**src/rtl/data_row_loader_pkg.sv**
```systemverilog
// Shared widths, address limit and FSM encoding for the data RAM row loader.
package data_row_loader_pkg;

  localparam int unsigned ADDR_W = 16;
  localparam int unsigned WORD_W = 32;
  localparam int unsigned ROW_W  = 3 * WORD_W;
  localparam logic [ADDR_W-1:0] LAST_ADDRESS = 16'd128;

  typedef enum logic [2:0] {
    S_IDLE   = 3'd0,
    S_WAIT_X = 3'd1,
    S_WAIT_Y = 3'd2,
    S_WAIT_Z = 3'd3,
    S_WRITE  = 3'd4,
    S_DONE   = 3'd5
  } state_t;

  // One extra bit keeps base+count-1 from wrapping back into the legal range.
  function automatic logic range_exceeded(input logic [ADDR_W-1:0] base,
                                          input logic [ADDR_W-1:0] count);
    logic [ADDR_W:0] last_row;
    last_row = {1'b0, base} + {1'b0, count} - {{ADDR_W{1'b0}}, 1'b1};
    return (last_row > {1'b0, LAST_ADDRESS});
  endfunction

endpackage

```
**src/rtl/data_row_loader_if.sv**
```systemverilog
// Command, word-stream and RAM write-port signals of the row loader.
interface data_row_loader_if;
  import data_row_loader_pkg::*;

  logic              iStart;
  logic [ADDR_W-1:0] iBaseAddress;
  logic [ADDR_W-1:0] iRowCount;
  logic              iWordValid;
  logic [WORD_W-1:0] iWord;
  logic              oWordReady;
  logic              oWriteEnable;
  logic [ADDR_W-1:0] oWriteAddress;
  logic [ROW_W-1:0]  oDataOut;
  logic              oBusy;
  logic              oDone;
  logic              oError;

  modport slave (
    input  iStart, iBaseAddress, iRowCount, iWordValid, iWord,
    output oWordReady, oWriteEnable, oWriteAddress, oDataOut, oBusy, oDone, oError
  );

  modport master (
    output iStart, iBaseAddress, iRowCount, iWordValid, iWord,
    input  oWordReady, oWriteEnable, oWriteAddress, oDataOut, oBusy, oDone, oError
  );

endinterface

```
**src/rtl/data_row_loader.sv**
```systemverilog
// Packs x/y/z words into 96-bit rows and writes them to consecutive data RAM
// addresses starting at a commanded base.
module data_row_loader
  import data_row_loader_pkg::*;
(
  input logic               Clock,
  input logic               Reset,
  data_row_loader_if.slave  bus
);

  state_t            r_state;
  state_t            w_next_state;
  logic              w_take;
  logic              w_range_bad;
  logic [ADDR_W-1:0] r_addr;
  logic [ADDR_W-1:0] r_remaining;
  logic [WORD_W-1:0] r_x;
  logic [WORD_W-1:0] r_y;
  logic [ADDR_W-1:0] r_wr_addr;
  logic [ROW_W-1:0]  r_data;
  logic              r_error;

  assign w_take      = bus.iWordValid && bus.oWordReady;
  assign w_range_bad = range_exceeded(bus.iBaseAddress, bus.iRowCount);

  assign bus.oWordReady    = (r_state == S_WAIT_X) || (r_state == S_WAIT_Y) ||
                             (r_state == S_WAIT_Z);
  assign bus.oWriteEnable  = (r_state == S_WRITE);
  assign bus.oBusy         = (r_state != S_IDLE);
  assign bus.oDone         = (r_state == S_DONE);
  assign bus.oError        = r_error;
  assign bus.oWriteAddress = r_wr_addr;
  assign bus.oDataOut      = r_data;

  // FSM state register
  always_ff @(posedge Clock) begin
    if (Reset) begin
      r_state <= S_IDLE;
    end else begin
      r_state <= w_next_state;
    end
  end

  // FSM next-state decode
  always_comb begin
    w_next_state = r_state;
    case (r_state)
      S_IDLE: begin
        if (!bus.iStart) begin
          w_next_state = S_IDLE;
        end else if (bus.iRowCount == 16'd0) begin
          w_next_state = S_DONE;
        end else if (w_range_bad) begin
          w_next_state = S_IDLE;
        end else begin
          w_next_state = S_WAIT_X;
        end
      end
      S_WAIT_X: w_next_state = w_take ? S_WAIT_Y : S_WAIT_X;
      S_WAIT_Y: w_next_state = w_take ? S_WAIT_Z : S_WAIT_Y;
      S_WAIT_Z: w_next_state = w_take ? S_WRITE  : S_WAIT_Z;
      S_WRITE: begin
        if (r_remaining == 16'd1) begin
          w_next_state = S_DONE;
        end else begin
          w_next_state = S_WAIT_X;
        end
      end
      S_DONE:  w_next_state = S_IDLE;
      default: w_next_state = S_IDLE;
    endcase
  end

  // Command latch, row packer and write-port registers
  always_ff @(posedge Clock) begin
    if (Reset) begin
      r_addr      <= 16'd0;
      r_remaining <= 16'd0;
      r_x         <= 32'd0;
      r_y         <= 32'd0;
      r_wr_addr   <= 16'd0;
      r_data      <= 96'd0;
      r_error     <= 1'b0;
    end else begin
      r_error <= 1'b0;
      case (r_state)
        S_IDLE: begin
          if (bus.iStart) begin
            r_addr      <= bus.iBaseAddress;
            r_remaining <= bus.iRowCount;
            r_error     <= (bus.iRowCount != 16'd0) && w_range_bad;
          end
        end
        S_WAIT_X: if (w_take) r_x <= bus.iWord;
        S_WAIT_Y: if (w_take) r_y <= bus.iWord;
        S_WAIT_Z: begin
          // Row and address are frozen here so they hold after the strobe.
          if (w_take) begin
            r_wr_addr <= r_addr;
            r_data    <= {r_x, r_y, bus.iWord};
          end
        end
        S_WRITE: begin
          r_addr      <= r_addr + 16'd1;
          r_remaining <= r_remaining - 16'd1;
        end
        default: r_error <= 1'b0;
      endcase
    end
  end

endmodule

```
**src/flat_wrapper.sv**
```systemverilog
// flat-port wrapper written by rule: the top's interface ports become plain ports
module data_row_loader_flat import data_row_loader_pkg::*;
  (Clock, Reset, bus_iStart, bus_iBaseAddress, bus_iRowCount, bus_iWordValid, bus_iWord, bus_oWordReady, bus_oWriteEnable, bus_oWriteAddress, bus_oDataOut, bus_oBusy, bus_oDone, bus_oError);
  data_row_loader_if bus_i ();
  input logic Clock;
  input logic Reset;
  input wire logic [$bits(bus_i.iStart)-1:0] bus_iStart;
  input wire logic [$bits(bus_i.iBaseAddress)-1:0] bus_iBaseAddress;
  input wire logic [$bits(bus_i.iRowCount)-1:0] bus_iRowCount;
  input wire logic [$bits(bus_i.iWordValid)-1:0] bus_iWordValid;
  input wire logic [$bits(bus_i.iWord)-1:0] bus_iWord;
  output wire logic [$bits(bus_i.oWordReady)-1:0] bus_oWordReady;
  output wire logic [$bits(bus_i.oWriteEnable)-1:0] bus_oWriteEnable;
  output wire logic [$bits(bus_i.oWriteAddress)-1:0] bus_oWriteAddress;
  output wire logic [$bits(bus_i.oDataOut)-1:0] bus_oDataOut;
  output wire logic [$bits(bus_i.oBusy)-1:0] bus_oBusy;
  output wire logic [$bits(bus_i.oDone)-1:0] bus_oDone;
  output wire logic [$bits(bus_i.oError)-1:0] bus_oError;
  assign bus_i.iStart = bus_iStart;
  assign bus_i.iBaseAddress = bus_iBaseAddress;
  assign bus_i.iRowCount = bus_iRowCount;
  assign bus_i.iWordValid = bus_iWordValid;
  assign bus_i.iWord = bus_iWord;
  assign bus_oWordReady = bus_i.oWordReady;
  assign bus_oWriteEnable = bus_i.oWriteEnable;
  assign bus_oWriteAddress = bus_i.oWriteAddress;
  assign bus_oDataOut = bus_i.oDataOut;
  assign bus_oBusy = bus_i.oBusy;
  assign bus_oDone = bus_i.oDone;
  assign bus_oError = bus_i.oError;
  data_row_loader u_core (.Clock(Clock), .Reset(Reset), .bus(bus_i));
endmodule
```
**config.mk**
```make
export PLATFORM = sky130hd
export DESIGN_NAME = data_row_loader_flat
export DESIGN_NICKNAME = d
export VERILOG_FILES = /design/src/rtl/data_row_loader_pkg.sv /design/src/rtl/data_row_loader_if.sv /design/src/rtl/data_row_loader.sv /design/src/flat_wrapper.sv
export SDC_FILE = /design/constraint.sdc
export NUM_CORES = 1
export LEC_CHECK = 0
export CORE_MARGIN = 2
export CORE_UTILIZATION = 56
export DETAILED_ROUTE_END_ITERATION = 8
export PLACE_DENSITY = 0.88
export RECOVER_POWER = 50
export SLEW_MARGIN = 20
export SYNTH_ARGS = -nofsm -noshare
export SYNTH_HDL_FRONTEND = slang
export SYNTH_SLANG_ARGS = --single-unit
```
**constraint.sdc**
```tcl
create_clock -name Clock -period 6.28 [get_ports Clock]
set_input_delay 1.256 -clock Clock [delete_from_list [all_inputs] [get_ports Clock]]
set_output_delay 1.256 -clock Clock [all_outputs]
set_load 0.01 [all_outputs]
```
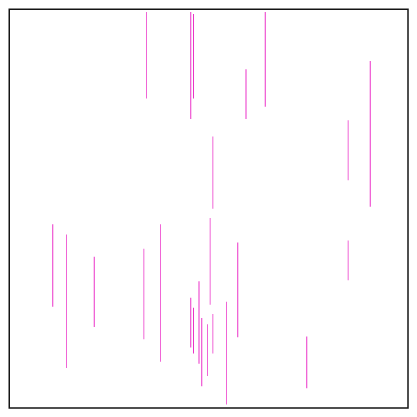
run_1/m4.png
Scale: 3 px per um.
main direction	vertical
longest straight run	48.3 um
share of all routed wire	2.5%
detailed-route via count: 9070
total wire length after detailed routing: 25500 um

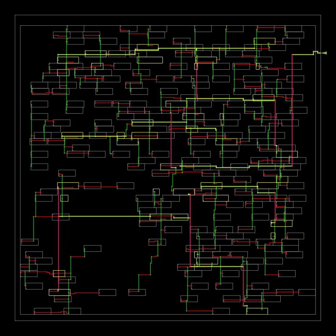
run_1/clock_nets.png
Clock Power: 1.41 mW
setup clock skew after layout: 0.00799 ns
count of clock tree sinks: 212
clock buffers: 32

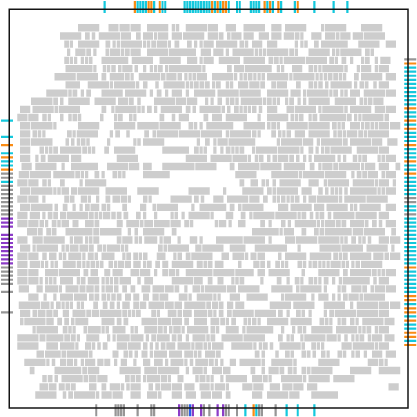
run_1/pinout.png
Scale: 3 px per um. Pins as bars across the die edge, other pins in gray.
color	port	pins	direction	edge
blue	bus_iStart	1	input	south
cyan	bus_oDataOut	96	output	51 east, 34 north, 6 west, 5 south
purple	bus_iBaseAddress	16	input	11 west, 5 south
orange	bus_iWord	32	input	16 east, 12 north, 3 west, 1 south
all pins by edge	71 east, 46 north, 37 west, 31 south
vertical die dimension: 132 um
PortBufs: 184
Horiz. Die Dim: 132 um

==> impl_metrics.csv, run 1 <==
group,metric,value,unit
outcome,status,"complete, but fails checks",
outcome,violated_checks,"max-capacitance violations, max-slew violations",
grt,grt_pass1_vias,8249,
synth,most_common_cell,"nand2_1",
final_timing,final.setup.tns,0,ns
synth,synth-area-yosys,9230,um2
power,static-leakage-power,4.69,nW
final_timing,final-setup-viol-count,0,
power,share_of_total_power_consumed_by_net_switching,23.8,%
clock_network,clock-root-buffer,"clkbuf_16",
finish,layout-drive-gt1-share,4.57,%
synth,post_synth_inst_count,1223,
grt,grt_util_met3,4.33,%
setup_path,crit_path_top_delay_cell,"clkbuf_2",
synth,number_of_enable_flip_flop_cells,0,
finish,biggestCellCategory,"logic gates",
finish,design_area,11900,um2
clock_network,post_cts_resized,0,
synth,post_synthesis_async_set_or_reset_flop_share,0,%
clock_network,clk-insertion-delay-late,0.51,ns
finish,areaGrowthSynthToFinish,29.1,%
finish,final_common_cell,"nand2_1",
detailed_routing,drtIter0Drc,796,
setup_path,startpoint,"Reset",
power,clock_power_share,45.8,%
grt,grt_pass1_wl,41200,um
final_timing,hold-worst-slack,0.448,ns
detailed_routing,drt-wirelength-per-cell,16.0,um
finish,multi_input_comb_cells,861,
grt,grt.total_usage,28.0,%
synth,synth.cell_area,9230,um2
synth,synth.area.top_cells,"dfxtp_1 46%, nand2_1 16%, a21oi_1 12%, ha_1 4.6%, inv_1 2.9%",
clock_network,tritoncts,"yes",
placement,dp_hpwl,16900,um
detailed_routing,met2_wirelength,12000,um
finish,design.final.nets,1467,
power,combinationalPowerShare,9.5,%
setup_path,critical_path_required,6.60,ns
synth,yosysWarnings,0,
synth,yosysCellCount,1223,
job,cap_viol_max_count,1,
synth,avgSynthCellArea,7.55,um2
final_timing,fin_crit,4.39,ns
grt,groute.layer.met2.usage,45.7,%
min_path,hp-class,"register to register",
setup_path,timing.critical_path.slowest_cell_delay,1.92,ns
power,switchingPower,0.730,mW
grt,grt.busiest_layer,"met2",
synth,netlist_logic_family_top,"simple AND/OR/NAND/NOR gates",
finish,final.signal_inverter_count,73,
setup_path,crit_path_max_fanout,138,
synth,postSynthNetCount,1326,
placement,place.gp.congestion,1.02,
final_timing,max_slew_margin,-89.4,%
placement,place_ws,1.80,ns
final_timing,tightest_slew,2.84,ns
die,io_pins,185,
synth,synth.distinct_cells,62,
setup_path,critPathBufInv,2,
detailed_routing,route.top_layer_used,"met4",
setup_path,worstRegToRegCells,8,
setup_path,cp-endpoint,"u_core.bus.oDataOut[9]",
job,warning_count,29,
synth,post_synth_mux_area_share,0.623,%
power,power_top_consumer,"the clock network",
synth,ys_top_cells_by_count,"387 x nand2_1, 223 x a21oi_1, 212 x dfxtp_1, 72 x inv_1, 71 x clkbuf_1",
setup_path,timing.critical_path.max_delay_family,"buffers and inverters",
detailed_routing,postRouteAntennaNets,0,
min_path,min_delay_path_depth,2,
detailed_routing,drt_pass1_iterations,6,
clock_network,path_clk_slew,0.06,ns
final_timing,hold_viol,0,
clock_network,cts-htree-levels,1,
setup_path,critical_path.reg2reg.startpoint,"u_core.r_state[0]",
setup_path,cp-start-kind,"primary input",
power,sequentialPowerShare,44.7,%
setup_path,cp.depth,3,
detailed_routing,wl_met1,10900,um
finish,final_layout_top_logic_cells,"387 x nand2_1, 223 x a21oi_1, 212 x dfxtp_1",
clock_network,cts_setup_buffers,0,
power,powerSeq,1.37,mW
die,well_tap_count,216,
die,placeableCoreArea,16000,um2
detailed_routing,drcViolationCount,0,
synth,compound_area_share,18.9,%
power,vdd.ir_drop.worst,0.000193,V
placement,postPlaceCellArea,11100,um2
synth,synthAdderAreaFrac,4.82,%
final_timing,final_max_slew_viol_count,139,
==> run 1 -> run 2 <==
--- a/config.mk
+++ b/config.mk
@@ -6,9 +6,9 @@
 export NUM_CORES = 1
 export LEC_CHECK = 0
 export CORE_MARGIN = 2
-export CORE_UTILIZATION = 56
+export CORE_UTILIZATION = 47
 export DETAILED_ROUTE_END_ITERATION = 8
-export PLACE_DENSITY = 0.88
+export PLACE_DENSITY = 0.79
 export RECOVER_POWER = 50
 export SLEW_MARGIN = 20
 export SYNTH_ARGS = -nofsm -noshare
==> constraint.sdc (replaced) <==
create_clock -name Clock -period 3.84 [get_ports Clock]
set_input_delay 0.768 -clock Clock [delete_from_list [all_inputs] [get_ports Clock]]
set_output_delay 0.768 -clock Clock [all_outputs]
set_load 0.01 [all_outputs]
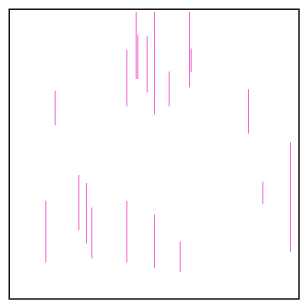
run_2/m4.png
Scale: 2 px per um.
share of all routed wire	2.0%
longest straight run	54.4 um
nets with wire on the layer	14
wire length on this layer	517 um
main direction	vertical

==> run 2 against run 1 <==
  * The flow still finishes with violations (max-capacitance violations, max-slew violations)
  * Routed wire length up 0.53%
  * Sequential power grew 64%
  * Design area rose by 2.5%
  * Clock power is 84% higher
  * Total power grew 73%
  * Global-route usage decreased by 4.0 points
  * First-iteration DRC count decreased by 9.2%
  * Sequential share of layout area shrank 0.86 points
  * Critical path depth grew 9
  * Core utilization fell by 12 points
  * Worst setup slack got worse by 1.5 ns
==> impl_metrics.csv, run 2 <==
group,metric,value,unit
synth,synth-main-ff-cell,"dfxtp_1",
die,placeableCoreArea,19400,um2
setup_path,timing.critical_path.slowest_cell_delay,0.49,ns
detailed_routing,wl_met1,11400,um
clock_network,cts.path.max_buffers,3,
die,fp_util,47.6,%
power,power_top_consumer,"the clock network",
min_path,holdCritStartpoint,"u_core.r_x[1]",
placement,place.gp.congestion,0.950,
setup_path,worstRegToRegCells,6,
min_path,min_delay_path_depth,2,
die,fp.dieH,144,um
power,sequentialPowerShare,42.2,%
power,comb_power,0.488,mW
clock_network,clock-root-buffer,"clkbuf_16",
detailed_routing,drcViolationCount,0,
detailed_routing,route.top_layer_used,"met4",
final_timing,tightest_slew,1.67,ns
detailed_routing,drt-wirelength-per-cell,15.5,um
clock_network,cts-buffers-inserted,22,
detailed_routing,drt-vias-per-instance,5.32,
power,share_of_total_power_consumed_by_net_switching,22.8,%
synth,yosysCellCount,1223,
final_timing,hold-worst-slack,0.442,ns
grt,globalRoute.totalOverflow,0,
detailed_routing,drtIter0Drc,723,
die,core.rowCount,51,
grt,grt.total_usage,24.0,%
synth,synth.area.top_cells,"dfxtp_1 46%, nand2_1 16%, a21oi_1 12%, ha_1 4.6%, inv_1 2.9%",
finish,sequential_cell_area,4240,um2
setup_path,rr_endpoint,"u_core.r_remaining[7]",
finish,multi_input_comb_cells,861,
grt,grt_pass1_vias,8012,
die,io_pins,185,
finish,seq_cell_count,212,
detailed_routing,drt_pass1_iterations,7,
detailed_routing,postRouteAntennaNets,0,
clock_network,path_clk_slew,0.06,ns
synth,compound_area_share,18.9,%
synth,synth.distinct_cells,62,
power,switchingPower,1.21,mW
final_timing,max_freq,288,MHz
outcome,violated_checks,"max-capacitance violations, max-slew violations",
clock_network,cts-htree-levels,1,
placement,dp_hpwl,17300,um
synth,yosysWarnings,0,
grt,initial_antenna_violation_count,0,
synth,synth-area-yosys,9230,um2
grt,grt_pass1_wl,40700,um
synth,synth.cell_area,9230,um2
synth,post_synth_inst_count,1223,
synth,ys_seq_elements,212,
finish,layout-drive-gt1-share,5.53,%
setup_path,critical_path_required,4.26,ns
synth,netlist_logic_family_top,"simple AND/OR/NAND/NOR gates",
min_path,hp-class,"register to register",
power,clock_power_share,48.6,%
setup_path,timing.critical_path.max_delay_family,"AND-OR/OR-AND gates",
finish,design_area,12200,um2
clock_network,clk-insertion-delay-late,0.51,ns
power,static-leakage-power,4.73,nW
setup_path,worst_ep_arrival_time,3.89,ns
clock_network,tritoncts,"yes",
setup_path,cp.depth,12,
finish,final.signal_inverter_count,73,
setup_path,regToRegSetupSlack,0.84,ns
setup_path,cp-start-kind,"primary input",
setup_path,cp-endpoint,"u_core.r_state[0]",
final_timing,unrepaired_setup_endpoints_after_global_routing,"no",
final_timing,layout_setup_ws,0.368,ns
synth,post-synth-top-area-cell,"dfxtp_1",
synth,postSynthNetCount,1326,
final_timing,max_slew_margin,-11.6,%
power,cellPowerDensity,435,nW/um2
final_timing,finalClockSkew,0.0205,ns
final_timing,final-setup-viol-count,0,
outcome,status,"complete, but fails checks",
clock_network,cts_setup_buffers,0,
setup_path,crit_path_max_fanout,2,
power,clock_power,2.59,mW
synth,synth_simple_gate_area_share,23.0,%
finish,comb_area_share,36.2,%
power,cell_internal_pwr,4.11,mW
final_timing,final_max_slew_viol_count,100,
finish,design.final.nets,1480,
grt,grt.busiest_layer,"met2",
detailed_routing,detailroute.via_count,8821,
placement,port_buffers,184,
final_timing,hold_viol,0,
synth,post_synth_mux_area_share,0.623,%
placement,place_ws,-0.112,ns
job,warning_count,27,
die,well_tap_count,265,
clock_network,tritoncts_num_sinks,212,
setup_path,crit_path_top_delay_cell,"clkdlybuf4s50_1",
setup_path,critical_path.reg2reg.startpoint,"u_core.r_state[0]",
detailed_routing,met2_wirelength,12000,um
grt,groute.layer.met2.usage,39.7,%
finish,final_layout_top_logic_cells,"387 x nand2_1, 223 x a21oi_1, 212 x dfxtp_1",
power,powerSeq,2.24,mW
finish,register_fraction_of_the_total_cell_area,34.7,%
finish,areaGrowthSynthToFinish,32.3,%
setup_path,path_class,"primary input to register",
detailed_routing,routed_wl,25700,um
setup_path,worstPathCellList,"clkdlybuf4s50_1, inv_1, ha_1, inv_1, ha_1, a211oi_1, o21ai_1, a221oi_2, mux2_1, a2111oi_1, nand4_1, a21oi_1",
final_timing,final.setup.tns,0,ns
finish,buffer_area_share,16.8,%
synth,post_synthesis_async_set_or_reset_flop_share,0,%
grt,grt_max_degree,94,
finish,final_common_cell,"nand2_1",
finish,clock_tree_area_fraction,7.28,%
synth,most_common_cell,"nand2_1",
synth,avgSynthCellArea,7.55,um2
die,fp.dieArea,20800,um2
finish,biggestCellCategory,"logic gates",
detailed_routing,routed-wl-met3,1740,um
synth,synthAdderAreaFrac,4.82,%
finish,n_all_buffers,207,
clock_network,post_cts_resized,0,
synth,ys_top_cells_by_count,"387 x nand2_1, 223 x a21oi_1, 212 x dfxtp_1, 72 x inv_1, 71 x clkbuf_1",
finish,clockBufferCount,27,
power,vdd.ir_drop.worst,0.000254,V
final_timing,fin_crit,3.47,ns
power,combinationalPowerShare,9.2,%
setup_path,cp-end-kind,"register",
finish,largest_reg_flops,96,
placement,postPlaceCellArea,11400,um2
synth,number_of_enable_flip_flop_cells,0,
setup_path,critPathBufInv,3,
grt,grt_util_met3,3.48,%
synth,ys_seq_share,46.0,%
die,horiz_die_dim,144,um
job,cap_viol_max_count,3,
setup_path,startpoint,"bus_iRowCount[2]",
==> run 2 -> run 3 <==
--- a/config.mk
+++ b/config.mk
@@ -5,8 +5,10 @@
 export SDC_FILE = /design/constraint.sdc
 export NUM_CORES = 1
 export LEC_CHECK = 0
+export CORE_ASPECT_RATIO = 0.6
 export CORE_MARGIN = 2
 export CORE_UTILIZATION = 47
+export CTS_CLUSTER_DIAMETER = 120
 export DETAILED_ROUTE_END_ITERATION = 8
 export PLACE_DENSITY = 0.79
 export RECOVER_POWER = 50
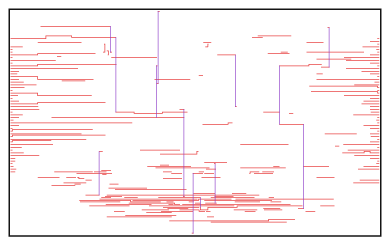
run_3/layers.png
Scale: 2 px per um. Two of the layers only.
color	layer	wire length
purple	M4	349 um
red	M3	2920 um
total wire length after detailed routing: 26700 um
detailed-route via count: 8944

==> run 3 against run 2 <==
  * Count of clock-buffer cells in the layout grew 3
  * Sequential cell count is the same
  * Sequential share of layout area grew 0.65 points
  * Critical path type unchanged
  * Area after synthesis is the same
  * Clock skew grew 0.0012 ns
  * The flow still finishes with violations (max-capacitance violations, max-slew violations)
  * Hold slack gained 0.0016 ns
  * Total power shrank 9.5%
  * Non-clock buffer count is the same
  * Final cell count shrank 0.18%
  * Register-to-register slack lost 0.24 ns
  * Die size grew 0.18%
==> impl_metrics.csv, run 3 <==
group,metric,value,unit
grt,grt.busiest_layer,"met2",
detailed_routing,drt_pass1_iterations,5,
setup_path,cp-start-kind,"primary input",
setup_path,cp-end-kind,"register",
power,clock_power_share,42.9,%
synth,ys_seq_share,46.0,%
finish,biggestCellCategory,"logic gates",
die,placeableCoreArea,19100,um2
grt,groute.layer.met2.usage,37.1,%
clock_network,clk-insertion-delay-late,0.50,ns
synth,synth-area-yosys,9230,um2
die,io_pins,185,
synth,synth.area.top_cells,"dfxtp_1 46%, nand2_1 16%, a21oi_1 12%, ha_1 4.6%, inv_1 2.9%",
setup_path,regToRegSetupSlack,0.60,ns
detailed_routing,wl_met1,12500,um
power,sequentialPowerShare,46.7,%
setup_path,crit_path_max_fanout,2,
finish,buffer_area_share,16.9,%
detailed_routing,drtIter0Drc,786,
clock_network,clock-root-buffer,"clkbuf_16",
final_timing,max_slew_margin,-13.5,%
grt,initial_antenna_violation_count,0,
finish,clockBufferCount,30,
min_path,hp-class,"register to register",
grt,globalRoute.totalOverflow,0,
detailed_routing,route.top_layer_used,"met4",
power,comb_power,0.502,mW
die,fp_util,48.3,%
finish,n_all_buffers,207,
synth,synth.distinct_cells,62,
power,static-leakage-power,4.62,nW
final_timing,final-setup-viol-count,0,
power,cell_internal_pwr,3.66,mW
setup_path,startpoint,"bus_iRowCount[2]",
grt,grt_pass1_vias,8220,
synth,netlist_logic_family_top,"simple AND/OR/NAND/NOR gates",
placement,place_ws,-0.136,ns
final_timing,final.setup.tns,0,ns
detailed_routing,drt-vias-per-instance,5.40,
synth,compound_area_share,18.9,%
clock_network,cts-htree-levels,1,
synth,most_common_cell,"nand2_1",
synth,synth.cell_area,9230,um2
setup_path,worstRegToRegCells,8,
power,cellPowerDensity,401,nW/um2
power,clock_power,2.06,mW
outcome,status,"complete, but fails checks",
job,cap_viol_max_count,3,
finish,seq_cell_count,212,
final_timing,final_max_slew_viol_count,101,
synth,yosysCellCount,1223,
placement,postPlaceCellArea,11300,um2
detailed_routing,postRouteAntennaNets,0,
finish,design_area,12000,um2
placement,dp_hpwl,18600,um
final_timing,tightest_slew,1.70,ns
finish,design.final.nets,1479,
power,powerSeq,2.25,mW
finish,register_fraction_of_the_total_cell_area,35.4,%
finish,areaGrowthSynthToFinish,29.9,%
synth,ys_seq_elements,212,
synth,synthAdderAreaFrac,4.82,%
detailed_routing,routed-wl-met3,2920,um
finish,layout-drive-gt1-share,4.82,%
clock_network,tritoncts,"yes",
synth,yosysWarnings,0,
power,power_top_consumer,"registers",
finish,sequential_cell_area,4240,um2
outcome,violated_checks,"max-capacitance violations, max-slew violations",
power,switchingPower,1.16,mW
synth,postSynthNetCount,1326,
setup_path,worstPathCellList,"clkdlybuf4s50_1, inv_1, ha_1, inv_1, ha_1, a211oi_1, o21ai_1, a221oi_2, mux2_1, a2111oi_1, nand4_1, a21oi_1",
min_path,holdCritStartpoint,"u_core.r_y[17]",
final_timing,hold_viol,0,
final_timing,max_freq,285,MHz
synth,number_of_enable_flip_flop_cells,0,
finish,final_common_cell,"nand2_1",
synth,ys_top_cells_by_count,"387 x nand2_1, 223 x a21oi_1, 212 x dfxtp_1, 72 x inv_1, 71 x clkbuf_1",
Power is estimated from default activity; no workload was simulated.
